**src/rtl/keyed_seq_lock_pkg.sv**
```systemverilog
// ============================================================================
// Module      : keyed_seq_lock_pkg
// Description : Shared state encoding and LFSR constants for keyed_seq_lock.
// Revision    : 1.0
// ============================================================================
`default_nettype none

package keyed_seq_lock_pkg;

  typedef enum logic [1:0] {
    ST_OBF   = 2'd0,
    ST_DECOY = 2'd1,
    ST_FUNC  = 2'd2,
    ST_BRICK = 2'd3
  } lock_state_e;

  localparam int          LFSR_W            = 16;
  // Fibonacci taps for x^16+x^14+x^13+x^11+1 in right-shift form (bits 0,2,3,5)
  localparam logic [15:0] LFSR_TAPS         = 16'h002D;
  localparam logic [15:0] LFSR_SEED_DEFAULT = 16'hACE1;

endpackage

`default_nettype wire

```
**src/rtl/lock_lfsr16.sv**
```systemverilog
// ============================================================================
// Module      : lock_lfsr16
// Description : 16-bit Fibonacci LFSR with enable, used to scramble obfuscated data.
// Revision    : 1.0
// ============================================================================
`default_nettype none

module lock_lfsr16
  import keyed_seq_lock_pkg::*;
(
  input  logic              clk,
  input  logic              rst,
  input  logic              en,
  input  logic [LFSR_W-1:0] seed,
  output logic [LFSR_W-1:0] state
);

  logic [LFSR_W-1:0] state_q;
  logic              w_feedback;

  assign w_feedback = ^(state_q & LFSR_TAPS);

  always_ff @(posedge clk) begin
    if (rst) begin
      state_q <= seed;
    end else if (en) begin
      state_q <= {w_feedback, state_q[LFSR_W-1:1]};
    end
  end

  assign state = state_q;

endmodule

`default_nettype wire

```
**src/rtl/keyed_seq_lock.sv**
```systemverilog
// ============================================================================
// Module      : keyed_seq_lock
// Description : Key-sequence unlock FSM gating a one-stage data path.
//               Macro DECOY_SCRAMBLE_EN enables LFSR scrambling in OBF/DECOY.
// Revision    : 1.0
// ============================================================================
`default_nettype none

module keyed_seq_lock
  import keyed_seq_lock_pkg::*;
#(
  parameter int                    DATA_W     = 8,
  parameter int                    KEY_W      = 8,
  parameter int                    KEY_LEN    = 4,
  parameter logic [KEY_LEN*KEY_W-1:0] KEY_SEQ = {8'hD4, 8'hC3, 8'hB2, 8'hA1},
  parameter int                    FAIL_LIMIT = 3,
  parameter int                    DECOY_CYC  = 4,
  parameter logic [15:0]           LFSR_SEED  = LFSR_SEED_DEFAULT
) (
  input  logic              clk,
  input  logic              rst,
  input  logic [KEY_W-1:0]  key_in,
  input  logic              key_vld,
  input  logic [DATA_W-1:0] din,
  input  logic              din_vld,
  output logic [DATA_W-1:0] dout,
  output logic              dout_vld,
  output logic              unlocked,
  output logic              bricked
);

  localparam int IDX_W  = $clog2(KEY_LEN + 1);
  localparam int FAIL_W = $clog2(FAIL_LIMIT + 1);
  localparam int DEC_W  = $clog2(DECOY_CYC + 1);

  localparam logic [IDX_W-1:0]  IDX_ONE   = IDX_W'(1);
  localparam logic [IDX_W-1:0]  IDX_LAST  = IDX_W'(KEY_LEN - 1);
  localparam logic [FAIL_W-1:0] FAIL_ONE  = FAIL_W'(1);
  localparam logic [FAIL_W-1:0] FAIL_MAX  = FAIL_W'(FAIL_LIMIT);
  localparam logic [DEC_W-1:0]  DEC_ONE   = DEC_W'(1);
  localparam logic [DEC_W-1:0]  DEC_LAST  = DEC_W'(DECOY_CYC - 1);

  if (LFSR_SEED == 16'h0000) begin : g_seed_check
    $error("keyed_seq_lock: LFSR_SEED must be nonzero");
  end

  lock_state_e       state_q, state_d;
  logic [IDX_W-1:0]  idx_q, idx_d;
  logic [FAIL_W-1:0] fail_q, fail_d;
  logic [DEC_W-1:0]  decoy_q, decoy_d;
  logic [DATA_W-1:0] dout_q, dout_d;
  logic              dout_vld_q, dout_vld_d;

  logic [KEY_W-1:0]  w_key_word;
  logic [DATA_W-1:0] w_obf_data;
  logic              w_scramble_adv;

  assign w_key_word     = KEY_SEQ[idx_q*KEY_W +: KEY_W];
  assign w_scramble_adv = (state_q == ST_OBF) || (state_q == ST_DECOY);

`ifdef DECOY_SCRAMBLE_EN
  logic [LFSR_W-1:0] w_lfsr;

  lock_lfsr16 u_lfsr (
    .clk   (clk),
    .rst   (rst),
    .en    (w_scramble_adv),
    .seed  (LFSR_SEED),
    .state (w_lfsr)
  );

  assign w_obf_data = din ^ w_lfsr[DATA_W-1:0];
`else
  assign w_obf_data = '0;
`endif

  always_ff @(posedge clk) begin
    if (rst) begin
      state_q    <= ST_OBF;
      idx_q      <= '0;
      fail_q     <= '0;
      decoy_q    <= '0;
      dout_q     <= '0;
      dout_vld_q <= 1'b0;
    end else begin
      state_q    <= state_d;
      idx_q      <= idx_d;
      fail_q     <= fail_d;
      decoy_q    <= decoy_d;
      dout_q     <= dout_d;
      dout_vld_q <= dout_vld_d;
    end
  end

  always_comb begin
    state_d = state_q;
    idx_d   = idx_q;
    fail_d  = fail_q;
    decoy_d = decoy_q;
    case (state_q)
      ST_OBF: begin
        if (key_vld) begin
          if (key_in == w_key_word) begin
            idx_d = idx_q + IDX_ONE;
            if (idx_q == IDX_LAST) state_d = ST_FUNC;
          end else begin
            idx_d  = '0;
            fail_d = fail_q + FAIL_ONE;
            if (fail_d == FAIL_MAX) begin
              state_d = ST_BRICK;
            end else begin
              state_d = ST_DECOY;
              decoy_d = '0;
            end
          end
        end
      end
      ST_DECOY: begin
        // decoy_q counts completed DECOY cycles; the last one hands back to OBF
        if (decoy_q == DEC_LAST) begin
          state_d = ST_OBF;
          idx_d   = '0;
          decoy_d = '0;
        end else begin
          decoy_d = decoy_q + DEC_ONE;
        end
      end
      default: ;
    endcase
  end

  always_comb begin
    unlocked   = (state_q == ST_FUNC);
    bricked    = (state_q == ST_BRICK);
    dout_d     = w_obf_data;
    dout_vld_d = din_vld;
    case (state_q)
      ST_FUNC:  dout_d = din;
      ST_BRICK: begin
        dout_d     = '0;
        dout_vld_d = 1'b0;
      end
      default: ;
    endcase
  end

  assign dout     = dout_q;
  assign dout_vld = dout_vld_q;

endmodule

`default_nettype wire

```
**config.mk**
```make
export PLATFORM = sky130hd
export DESIGN_NAME = keyed_seq_lock
export DESIGN_NICKNAME = d
export VERILOG_FILES = /design/src/rtl/keyed_seq_lock_pkg.sv /design/src/rtl/lock_lfsr16.sv /design/src/rtl/keyed_seq_lock.sv
export SDC_FILE = /design/constraint.sdc
export NUM_CORES = 1
export LEC_CHECK = 0
export ABC_AREA = 1
export CELL_PAD_IN_SITES_DETAIL_PLACEMENT = 1
export CELL_PAD_IN_SITES_GLOBAL_PLACEMENT = 1
export CORE_MARGIN = 8
export CORE_UTILIZATION = 28
export DETAILED_ROUTE_END_ITERATION = 7
export MAX_ROUTING_LAYER = met4
export PLACE_DENSITY = 0.8
export SETUP_SLACK_MARGIN = 0.4
export SLEW_MARGIN = 20
export SYNTH_ARGS = -nofsm -noshare
export SYNTH_HDL_FRONTEND = slang
export SYNTH_SLANG_ARGS = --single-unit
```
**constraint.sdc**
```tcl
create_clock -name clk -period 1.5 [get_ports clk]
set_input_delay 0.3 -clock clk [delete_from_list [all_inputs] [get_ports clk]]
set_output_delay 0.3 -clock clk [all_outputs]
set_load 0.03 [all_outputs]
```
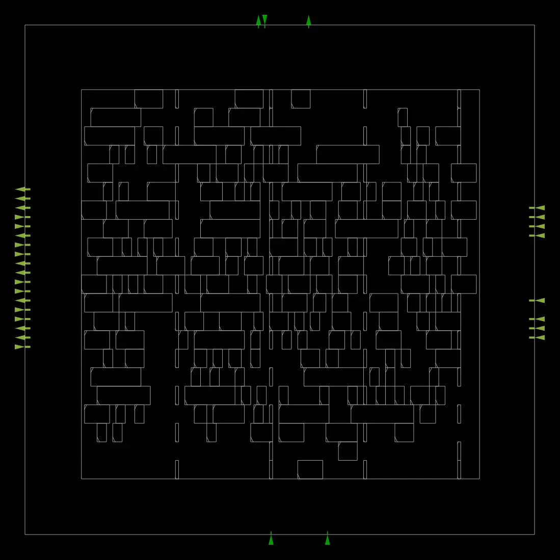
Run 1: cell outlines without signal wires
Core Region: 3340 µm²
row cnt: 21
# Taps: 46

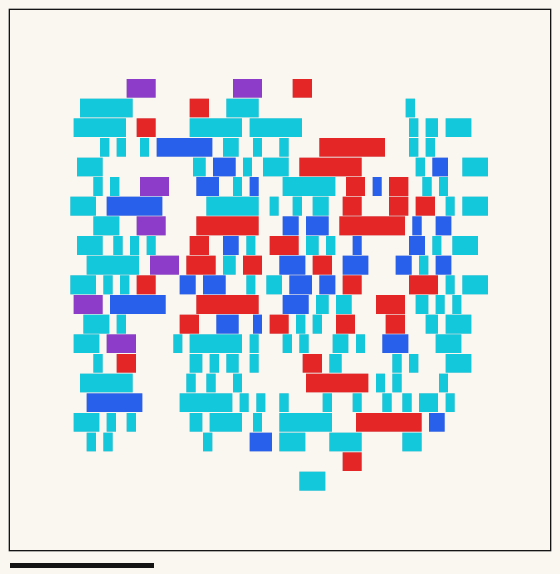
Run 1: drive-strength map
Scale bar: 20 µm.
- red: drive 3 to 4 (cells 31)
- cyan: drive 1 or less (cells 116)
- purple: drive 6 and up (cells 7)
- blue: drive 2 (cells 30)

==> out/metrics.yaml, run 1 <==
status: "complete, but fails checks"
violations: "setup timing"
cp_slowest_stage_delay_ns: 0.38
clk_share_pct: 1.68
seq_area_um2: 400
drive_above_1_share_pct: 37.0
tritoncts: "done"
routed.top_layer: "met4"
p_per_area_nw_per_um2: 624
drtAntennaViolNets: 0
grt_pass1_vias: 1091
die_area_um2: 5590
buf_share_pct: 25.4
place_congestion: 0.772
p_seq_mw: 0.525
crit_type: "register to register"
aoi_share_pct: 10.2
chipWidth_um: 74.8
fp_nets: 164
fin_ws_ns: -0.0988
routed_via_density: 4.31
r2r_start: "idx_q[1]"
first_pass_iters: 4
async_reset_ff_share_pct: 0
combPwrFrac_pct: 20.4
period_minus_slack_ns: 1.60
ys_sh_mux_pct: 0
post_cts_resized: 67
layout_top_cell: "inv_1"
cts_root_buf: "clkbuf_4"
grt_use_met2_pct: 20.0
place_area_um2: 1420
seqPwrFrac_pct: 53.9
die_y_um: 74.8
wirelength_um: 2810
setup_viol: 7
holdWs_ns: 0.487
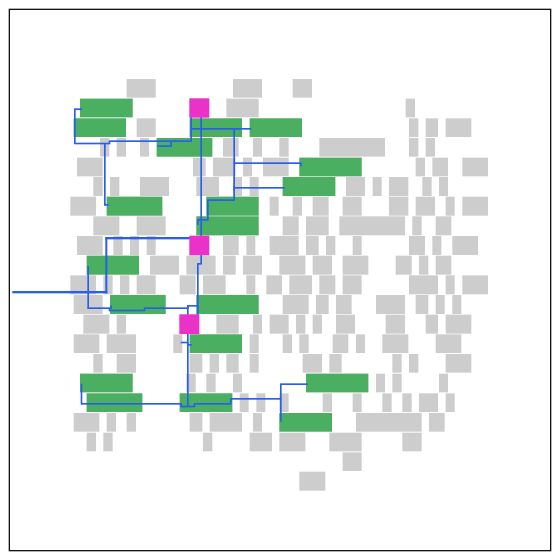
Run 1: clock network drawn from the DEF
- blue: clock wires (length 229 µm)
- magenta: cells driving clock nets (count 3)
- green: flip-flops (count 19)
- routed clock nets: 4
clk latency late pin: 0.29 ns
Clk pwr share: 25.8%
skew final: 0.00240 ns
clock network power: 0.251 mW

==> run 2, diff against run 1 <==
--- a/config.mk
+++ b/config.mk
@@ -17,4 +17,5 @@
 export SLEW_MARGIN = 20
 export SYNTH_ARGS = -nofsm -noshare
 export SYNTH_HDL_FRONTEND = slang
+export SYNTH_HIERARCHICAL = 1
 export SYNTH_SLANG_ARGS = --single-unit
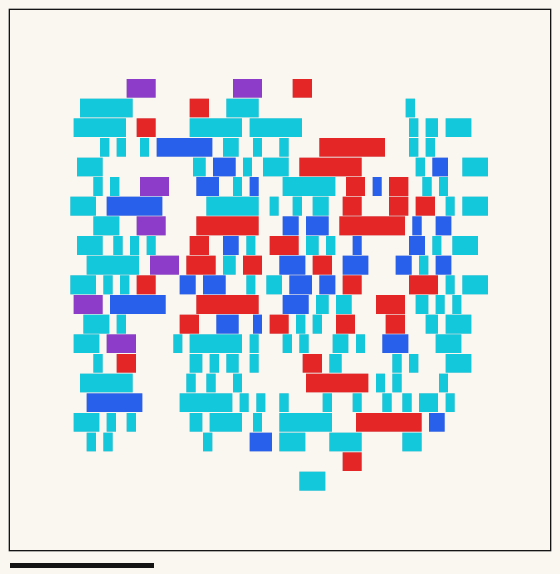
Run 2: drive-strength map
Scale bar: 20 µm.
- cyan: drive 1 or less (cells 116)
- red: drive 3 to 4 (cells 31)
- blue: drive 2 (cells 30)
- purple: drive 6 and up (cells 7)

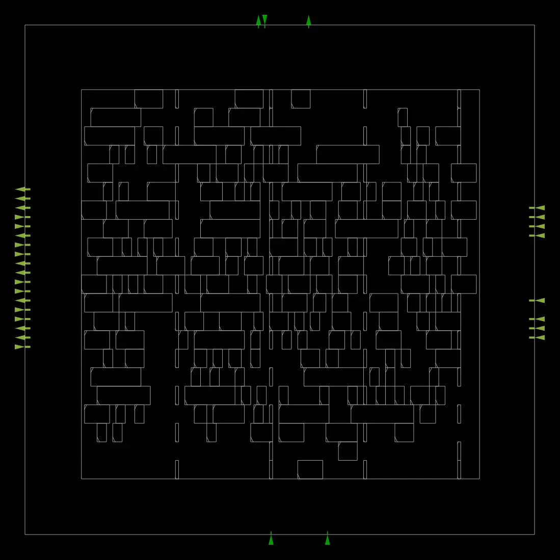
Run 2: cell outlines without signal wires
Flops: 19
post-layout util: 46.8%
Non-Filler Instances: 230
Seq/total area: 25.6%
Filler cells: 425

==> run 2 against run 1 <==
  * The flow still finishes with violations (setup timing)
  * Critical path depth is the same
  * First-iteration DRC count is the same
  * Sequential share of layout area is the same
==> out/metrics.yaml, run 2 <==
placed_cells: 221
hpwl_um: 2300
period_minus_slack_ns: 1.60  # unchanged
aoi_share_pct: 10.2  # unchanged
top_usage_layer: "met2"
drc: 0
fin_ws_ns: -0.0988  # unchanged
die_y_um: 74.8  # unchanged
max-slew-margin-rel_pct: 79.6
violations: "setup timing"
seqPwrFrac_pct: 53.9  # about the same
p_seq_mw: 0.525  # about the same
path_cells: "buf_4, buf_4, o21ai_0, nand3_2, nor2_4, nand3_2, or2_1, a21oi_2"
setup_viol: 7  # unchanged
seq_area_um2: 400  # unchanged
drive_above_1_share_pct: 37.0  # unchanged
wirelength_um: 2810  # unchanged
row_count: 21  # unchanged
place_area_um2: 1420  # unchanged
status: "complete, but fails checks"
layout_top_cell: "inv_1"
die_area_um2: 5590  # unchanged
async_reset_ff_share_pct: 0  # unchanged
drtAntennaViolNets: 0  # unchanged
place_congestion: 0.772  # unchanged
cp_slowest_stage_delay_ns: 0.38  # about the same
tritoncts: "done"
post_cts_resized: 67  # unchanged
cp_slowest_cell: "dfxtp_4"
fp_nets: 164  # unchanged
num_tap_cells: 46  # unchanged
routed.top_layer: "met4"
crit_type: "register to register"
setup_tns_ns: -0.395
ys_sh_mux_pct: 0  # unchanged
clk_share_pct: 1.68  # unchanged
first_pass_iters: 4  # unchanged
clk-insertion-delay-late_ns: 0.29  # about the same
chipWidth_um: 74.8  # unchanged
fin_skew_ns: 0.00240  # unchanged
cts_root_buf: "clkbuf_4"
grt_use_met2_pct: 20.0  # unchanged
fp_util_pct: 29.0
maxPowerGroup: "sequential cells"
core_um2: 3340  # unchanged
num-nonclk-buffers: 43
p_clk_mw: 0.251  # about the same
routed_via_density: 4.31  # unchanged
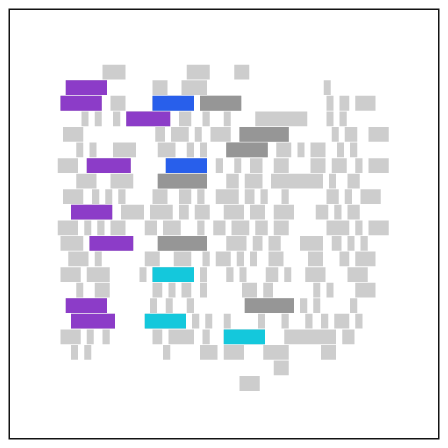
Run 2: where the registers sit
- blue: fail_q (flops 2)
- purple: dout (flops 8)
- cyan: decoy_q (flops 3)

Power figures rest on the tool's default switching activity, not on a simulated workload.
